run_1/closeup.png
Window x 16 to 46, y 2 to 32 um. Cells in gray, sequential cells in the stronger gray; small squares are vias.
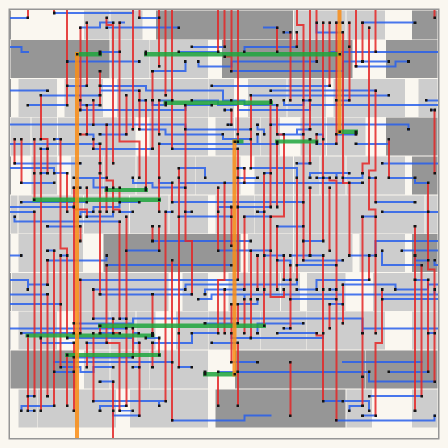
run_1/clock_wires.png
Scale: 6 px per um.
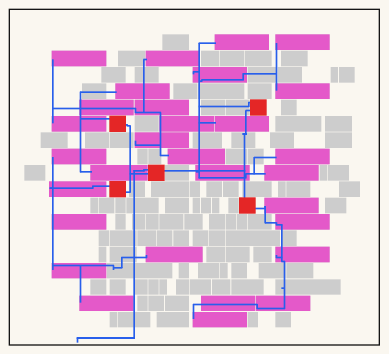
run_1/gates.png
Scale: 10 px per um.
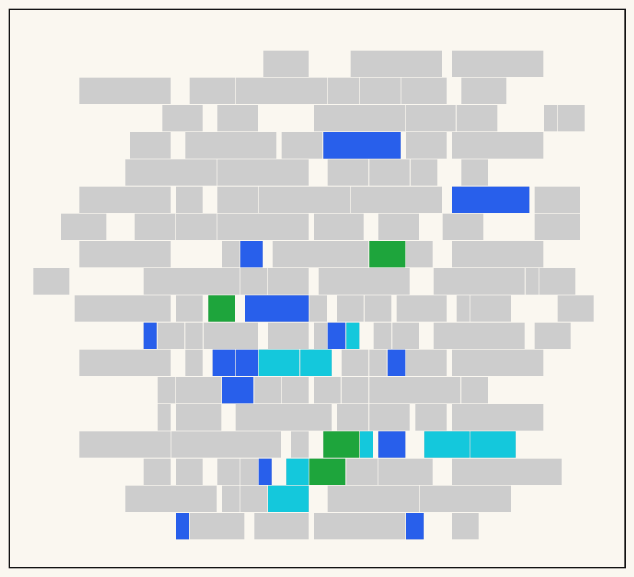
`src/rtl/uart_pkg.sv`:
```
// Shared UART definitions: receiver state encoding and the link constants common to uart_tx/uart_rx.
package uart_pkg;

    localparam int UART_DATA_BITS    = 8;
    localparam int UART_CLKS_PER_BIT = 16;

    typedef enum logic [2:0] {
        IDLE,
        START,
        DATA,
        PARITY,
        STOP,
        BREAK
    } rx_state_t;

    // Counter width that never collapses to zero bits for tiny ranges.
    function automatic int cnt_width(input int n);
        return (n > 1) ? $clog2(n) : 1;
    endfunction

endpackage

```
`src/rtl/sync_2ff.sv`:
```
// Two-flop synchronizer for a single asynchronous input; RESET_VAL sets the flop state held in reset.
module sync_2ff #(
    parameter logic RESET_VAL = 1'b1
) (
    input  logic clk,
    input  logic areset,
    input  logic d,
    output logic q
);

    logic sync_p0;
    logic sync_p1;

    always_ff @(posedge clk or posedge areset) begin
        if (areset) begin
            sync_p0 <= RESET_VAL;
            sync_p1 <= RESET_VAL;
        end else begin
            sync_p0 <= d;
            sync_p1 <= sync_p0;
        end
    end

    assign q = sync_p1;

endmodule

```
`src/rtl/uart_rx.sv`:
```
// 8N1 UART receiver with mid-bit sampling and one-cycle valid/frame_err/parity_err strobes.
// Define UART_RX_PARITY_EN to insert an even-parity bit between the data bits and the stop bit.
module uart_rx
    import uart_pkg::*;
#(
    parameter int CLKS_PER_BIT = UART_CLKS_PER_BIT,
    parameter int DATA_BITS    = UART_DATA_BITS
) (
    input  logic                 clk,
    input  logic                 areset,
    input  logic                 rx_serial,
    output logic [DATA_BITS-1:0] data,
    output logic                 valid,
    output logic                 frame_err,
    output logic                 parity_err,
    output logic                 busy
);

    localparam int CNT_W = cnt_width(CLKS_PER_BIT);
    localparam int BIT_W = cnt_width(DATA_BITS);

    localparam logic [CNT_W-1:0] CNT_HALF = CNT_W'((CLKS_PER_BIT - 1) / 2);
    localparam logic [CNT_W-1:0] CNT_LAST = CNT_W'(CLKS_PER_BIT - 1);
    localparam logic [BIT_W-1:0] BIT_LAST = BIT_W'(DATA_BITS - 1);

    rx_state_t            state;
    logic [CNT_W-1:0]     cnt;
    logic [BIT_W-1:0]     bit_idx;
    logic [DATA_BITS-1:0] shift;
    logic                 rx_s;

    sync_2ff #(
        .RESET_VAL (1'b1)
    ) u_sync (
        .clk    (clk),
        .areset (areset),
        .d      (rx_serial),
        .q      (rx_s)
    );

`ifdef UART_RX_PARITY_EN
    logic par_bit;
    logic parity_err_q;

    // Even parity: data bits plus parity bit must carry an even number of ones.
    function automatic logic parity_good(input logic [DATA_BITS-1:0] d, input logic p);
        return ~(^{d, p});
    endfunction

    assign parity_err = parity_err_q;
`else
    assign parity_err = 1'b0;
`endif

    assign busy = (state != IDLE);

    always_ff @(posedge clk or posedge areset) begin
        if (areset) begin
            state     <= IDLE;
            cnt       <= '0;
            bit_idx   <= '0;
            shift     <= '0;
            data      <= '0;
            valid     <= 1'b0;
            frame_err <= 1'b0;
`ifdef UART_RX_PARITY_EN
            par_bit      <= 1'b0;
            parity_err_q <= 1'b0;
`endif
        end else begin
            valid     <= 1'b0;
            frame_err <= 1'b0;
`ifdef UART_RX_PARITY_EN
            parity_err_q <= 1'b0;
`endif
            case (state)
                IDLE: begin
                    cnt     <= '0;
                    bit_idx <= '0;
                    if (!rx_s) begin
                        state <= START;
                    end
                end

                // Re-check the line half a bit in so short low glitches are rejected.
                START: begin
                    if (cnt == CNT_HALF) begin
                        cnt   <= '0;
                        state <= rx_s ? IDLE : DATA;
                    end else begin
                        cnt <= cnt + 1'b1;
                    end
                end

                DATA: begin
                    if (cnt == CNT_LAST) begin
                        cnt   <= '0;
                        shift <= {rx_s, shift[DATA_BITS-1:1]};
                        if (bit_idx == BIT_LAST) begin
                            bit_idx <= '0;
`ifdef UART_RX_PARITY_EN
                            state <= PARITY;
`else
                            state <= STOP;
`endif
                        end else begin
                            bit_idx <= bit_idx + 1'b1;
                        end
                    end else begin
                        cnt <= cnt + 1'b1;
                    end
                end

`ifdef UART_RX_PARITY_EN
                PARITY: begin
                    if (cnt == CNT_LAST) begin
                        cnt     <= '0;
                        par_bit <= rx_s;
                        state   <= STOP;
                    end else begin
                        cnt <= cnt + 1'b1;
                    end
                end
`endif

                // Leaving mid stop bit keeps the next start edge visible at full line rate.
                STOP: begin
                    if (cnt == CNT_LAST) begin
                        cnt <= '0;
                        if (!rx_s) begin
                            frame_err <= 1'b1;
                            state     <= BREAK;
                        end else begin
                            state <= IDLE;
`ifdef UART_RX_PARITY_EN
                            if (parity_good(shift, par_bit)) begin
                                data  <= shift;
                                valid <= 1'b1;
                            end else begin
                                parity_err_q <= 1'b1;
                            end
`else
                            data  <= shift;
                            valid <= 1'b1;
`endif
                        end
                    end else begin
                        cnt <= cnt + 1'b1;
                    end
                end

                BREAK: begin
                    cnt <= '0;
                    if (rx_s) begin
                        state <= IDLE;
                    end
                end

                default: begin
                    cnt   <= '0;
                    state <= IDLE;
                end
            endcase
        end
    end

endmodule

```
`config.mk`:
```
export PLATFORM = sky130hd
export DESIGN_NAME = uart_rx
export DESIGN_NICKNAME = d
export VERILOG_FILES = /design/src/rtl/uart_pkg.sv /design/src/rtl/sync_2ff.sv /design/src/rtl/uart_rx.sv
export SDC_FILE = /design/constraint.sdc
export NUM_CORES = 1
export LEC_CHECK = 0
export ABC_AREA = 0
export CAP_MARGIN = 20
export CORE_ASPECT_RATIO = 0.9
export CORE_MARGIN = 2
export CORE_UTILIZATION = 45
export DETAILED_ROUTE_END_ITERATION = 10
export GPL_TIMING_DRIVEN = 0
export PLACE_DENSITY = 0.81
export SLEW_MARGIN = 20
export SYNTH_ARGS = -nofsm -noshare
export SYNTH_HDL_FRONTEND = slang
export SYNTH_SLANG_ARGS = --single-unit
```
`constraint.sdc`:
```
create_clock -name clk -period 1.48 [get_ports clk]
set_clock_uncertainty 0.1 [all_clocks]
set_input_delay 0.148 -clock clk [delete_from_list [all_inputs] [get_ports clk]]
set_output_delay 0.148 -clock clk [all_outputs]
set_load 0.01 [all_outputs]
```
==> results.yml, run 1 <==
# generated from flow reports
synthesis:
  synth_async_sr_flop_share: 1.00
  yosys_warnings: 0
  ys_types: 33
  ys_sh_simple: 0.114
  fp_nets: 111
  synth-edff-count: 0
  xor_share: 0.0131
  syn_area_per_cell_um2: 12.7
  top_logic_kind: "multiplexers"
  ys_ff: 30
  aoi_share: 0.104
  yosys-top-cells-area: "dfrtp_1, mux2_2, dfstp_2"
route:
  wl_met3_um: 106
  vias_per_cell: 5.51
  drc: 0
  wire_per_inst_um: 15.6
  antenna_left: 0
  wl_met2_um: 1410
  top_layer: "met4"
floorplanning:
  floorplan.core_util: 0.478
  die-width_um: 61.4
  fp.dieH_um: 55.7
sta:
  slew_viol_final: 0
  setup_viol: 10
  period_minus_slack_ns: 1.61
  rsz0062_at_grt: "true"
  finalHoldViolCount: 0
  setup_slack_ns: -0.131
  fin_setup_tns_ns: -0.317
  worst_pin_slew_ns: 0.604
  hold_slack_ns: 0.110
run:
  tool_warnings: 29
  cap_violations: 0
pwr:
  p_leak_nw: 1.00
  clockPowerShare: 0.344
  power_density_mw_per_mm2: 1340
  ir_drop_uv: 773
  seqPwrFrac: 0.394
  power_frac_comb: 0.263
  switching_share: 0.277
  switching_power_w: 0.000688
placement:
  port_buffers: 13
  place_hpwl_um: 1560
  post-place-ws_ns: -0.328
  globalplace.congestion: 0.810
  dpl.cell_count: 158
clocking:
  clk_latency_ns: 0.32
  htree_levels: 2
  clk_pin_slew_worst_paths_ns: 0.11
  clock_sinks: 30
  cts.path.max_buffers: 2
  ctsHoldBuffers: 0
  cts_tree: "yes"
grt:
  grt_pass1_wl_um: 4690
  grt_pass1_vias: 1006
  antenna_found_initial: 0
final_layout:
  syn2layout_area_growth_pct: 38.9
  fin_area_mm2: 0.00186
  layout_top_cells: "dfrtp_1, mux2_2, buf_4"
  final_common_cell: "dfrtp_1"
  utilization: 0.664
critical_path:
  end_kind: "output pin"
  ff2ff_setup_slack_ns: -0.03
  crit_end: "busy"
  required_ns: 1.23
  cp-startpoint: "state[0]"
  path_cells: "clkbuf_8 -> or3_1 -> buf_2"
status:
  violations: "setup timing"
  status: "complete, but fails checks"
hold_path:
  hold_class: "input pin to async pin"
About closeup.png:
color	layer
orange	M4
green	M3
blue	M1
red	M2
most frequent	buf_4 (9), o21ai_0 (5), dfrtp_1 (5)
netlist names of flops here include	cnt (3), state (3)
sequential cells in the window	8
cells with their middle in the window	73

About clock_wires.png:
[magenta] flip-flops | count: 30
[blue] clock wires | length: 355 um
[red] clock-net drivers | count: 5
flops lie	all over the die
routed clock nets	6

About gates.png:
color	family	cells
cyan	nor cells	8
blue	nand cells	14
green	non-inverting ao/oa cells	4

run 1: cell families after synthesis:
family / after synthesis
flip-flops: 30
adder cells (fa/ha/maj): 3
multiplexers: 17
AND/OR/NAND/NOR: 23
other: 1
AND-OR/OR-AND: 20
XOR/XNOR: 2
buffers and inverters: 9
run 1: what timing repair did:
action | in CTS | in global routing
endpoints found under the hold margin | 0 | 0
pin swaps | 5 | 4
gates resized | 24 | 15
setup endpoints to repair | 24 | 31
buffers inserted | 10 | 1
gates cloned | 2 | 0
run 1: power groups by stage:
stage                     clock, W  combinational, W  sequential [W]
after floorplan                  0          0.000350        0.000988
after global placement           0          0.000424         0.00100
after detailed placement         0          0.000442         0.00101
after CTS                 0.000863          0.000590        0.000977
after global routing      0.000904          0.000707        0.000988
final                     0.000853          0.000652        0.000977
run 1: flip-flops by register name (all words and copies together) (netlist names):
| signal | cells |
|---|---|
| valid | 1 |
| u_sync.sync_p0 | 1 |
| u_sync.q | 1 |
| frame_err | 1 |
| shift | 8 |
| cnt | 4 |
| bit_idx | 3 |
| data | 8 |
| state | 3 |
run 1: layout make-up:
type | count | area (um^2)
Clock buffer | 6 | 51.3
Multi-Input combinational cell | 67 | 627
Tap cell | 40 | 50.0
Timing Repair Buffer | 25 | 235
Buffer | 5 | 61.3
Inverter | 4 | 15.0
Fill cell | 202 | 937
Clock inverter | 2 | 60.1
Sequential cell | 30 | 756
run 1: critical path: cells and delay by family, from the launching register on:
kind	cells	cell delay, ns
simple gates	1	0.33
flops	1	0.40
buf+inv	2	0.30
run 1: metal layers:
layer  global-route usage  up-vias
met4               0.0821        0
met1                0.243      493
met5                    0        -
met2                0.287       29
met3               0.0349        7
li1                     -      457
==> inputs of run 2 (changes only) <==
--- a/config.mk
+++ b/config.mk
@@ -10,6 +10,7 @@
 export CORE_ASPECT_RATIO = 0.9
 export CORE_MARGIN = 2
 export CORE_UTILIZATION = 45
+export CTS_CLUSTER_SIZE = 8
 export DETAILED_ROUTE_END_ITERATION = 10
 export GPL_TIMING_DRIVEN = 0
 export PLACE_DENSITY = 0.81
run_2/gates.png
Scale: 10 px per um.
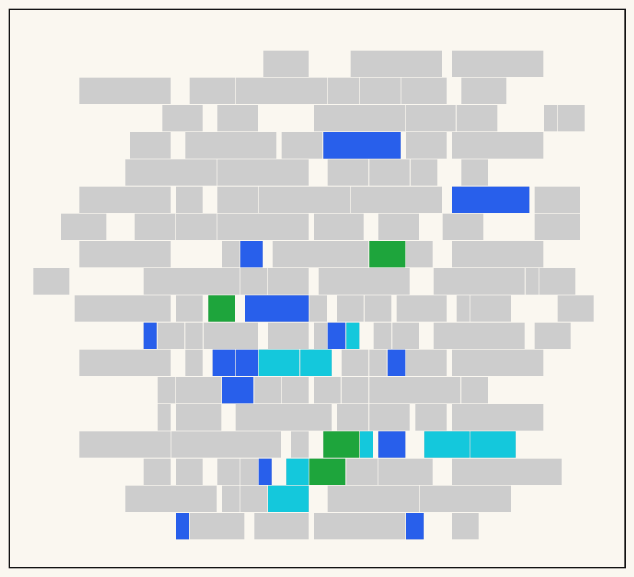
color	family	cells
cyan	nor cells	8
blue	nand cells	14
green	non-inverting ao/oa cells	4

==> results.yml, run 2 <==
# generated from flow reports
final_layout:
  largestRegisters: "data x8, shift x8, cnt x4"
  nets: 144
  area_dominant_class: "flip-flops and latches"
  seq-cell-share: 0.407
  flop_area_um2: 756
  comb_cells: 67
  fill_cells: 202
  clockNetworkAreaShare: 0.0600
  syn2layout_area_growth_pct: 38.9
  final_common_cell: "dfrtp_1"
  layout.clock_buffers: 6
  buffers: 30
  inverters: 4
  layout_top_cells: "dfrtp_1, mux2_2, buf_4"
  seq_cells: 30
  logic_area_um2: 627
  buf_share: 0.160
  drive_above_1_share: 0.432
  combAreaFraction: 0.338
floorplanning:
  n_tap_cell: 40
  pin_count: 15
  fp.dieH_um: 55.7
  chip_area_mm2: 0.00342
  die-width_um: 61.4
  floorplan.core_util: 0.478
route:
  drc: 0
  antenna_left: 0
  wire_per_inst_um: 15.6
  wl_um: 2790
  vias_per_cell: 5.51
pwr:
  power_density_mw_per_mm2: 1340
  ir_drop_uv: 773
  p_leak_nw: 1.00
sta:
  setup_slack_ns: -0.131
  rsz0062_at_grt: "true"
  slew_viol_final: 0
  period_minus_slack_ns: 1.61
  setup_viol: 10
  worst_pin_slew_ns: 0.604
  finalHoldViolCount: 0
critical_path:
  end_kind: "output pin"
  critPathMaxStageDelay_ns: 0.40
  r2r-end: "shift[7]"
  ff2ff_setup_slack_ns: -0.03
  required_ns: 1.23
  path_cells: "clkbuf_8 -> or3_1 -> buf_2"
  crit_arrival_ns: 1.36
synthesis:
  fp_nets: 111
  syn_inst: 105
  ys_ff: 30
  yosys_warnings: 0
  ff_type: "dfrtp_1"
  syn_area_mm2: 0.00134
  ys_types: 33
  ys_seq_share: 0.564
  syn_area_per_cell_um2: 12.7
  most_common_cell: "dfrtp_1"
  synth-edff-count: 0
  synth_async_sr_flop_share: 1.00
  yosys-top-cells-area: "dfrtp_1, mux2_2, dfstp_2"
hold_path:
  hold_class: "input pin to async pin"
grt:
  antenna_found_initial: 0
  grt_pass1_wl_um: 4690
  grt_pass1_vias: 1006
clocking:
  clk_latency_ns: 0.32
  clk_pin_slew_worst_paths_ns: 0.11
  cts_tree: "yes"
  cts_root_buffer: "clkbuf_4"
  cts.path.max_buffers: 2
  htree_levels: 2
  ctsHoldBuffers: 0
  clock_sinks: 30
status:
  violations: "setup timing"
  status: "complete, but fails checks"
run:
  cap_violations: 0
  tool_warnings: 29
placement:
  post-place-ws_ns: -0.328
  place_hpwl_um: 1560
  dpl.cell_count: 158
  globalplace.congestion: 0.810
  port_buffers: 13
[run 2: worst max-delay path: cells and delay by family (launching register included)]
kind	cells	cell delay, ns
flip-flops	1	0.40
AND/OR/NAND/NOR	1	0.33
buffers and inverters	2	0.30
[run 2: repair_timing]
item | 4_1_cts | 5_1_grt
cloned | 2 | 0
endpoints found under the setup margin | 24 | 31
setup buffers | 10 | 1
pin swaps | 5 | 4
resized | 24 | 15
[run 2: power by group]
group	internal, W	switching (W)	leakage (nW)
Sequential	0.000895	0.0000817	0.398
Combinational	0.000326	0.000326	0.545
Clock	0.000573	0.000281	0.0585
[run 2: how the worst max path moves through the flow]
stage,from,end,cells after the start
after floorplan,cnt[0],data[0],4
after global placement,state[2],busy,3
after detailed placement,state[2],busy,3
after CTS,state[1],busy,3
after global routing,state[1],busy,3
final,state[0],busy,3
[run 2: metrics by stage]
stage	TNS, ns	util	hold slack, ns	instance area (um^2)
CTS	-0.254	0.646	0.124	1800
detailed placement	-5.19	0.550	0.247	1540
floorplan	-0.00214	-	0.0525	1360
global route	-1.48	0.664	0.136	1860
finish	-0.317	0.664	0.110	1860
global placement	-3.74	0.550	0.246	1540
[run 2: logic make-up (layout without fill, tap and decap cells)]
group,after synthesis,count (layout),share of synthesized area
DFF,30,30,0.564
xor gates and xnor gates,2,2,0.0131
muxes,17,17,0.143
other,1,1,0.00281
buffers and inverters,9,42,0.0309
adders and majority gates,3,3,0.0281
AOI/OAI and AO/OA,20,20,0.104
and+or+nand+nor,23,24,0.114
[run 2: metal layers]
layer	vias to the layer above	routed length [um]	GRT usage
met3	7	106	0.0349
met1	493	1230	0.243
met2	29	1410	0.287
met4	0	55	0.0821
met5	-	0	0
li1	457	-	-
Power figures rest on the tool's default switching activity, not on a simulated workload.
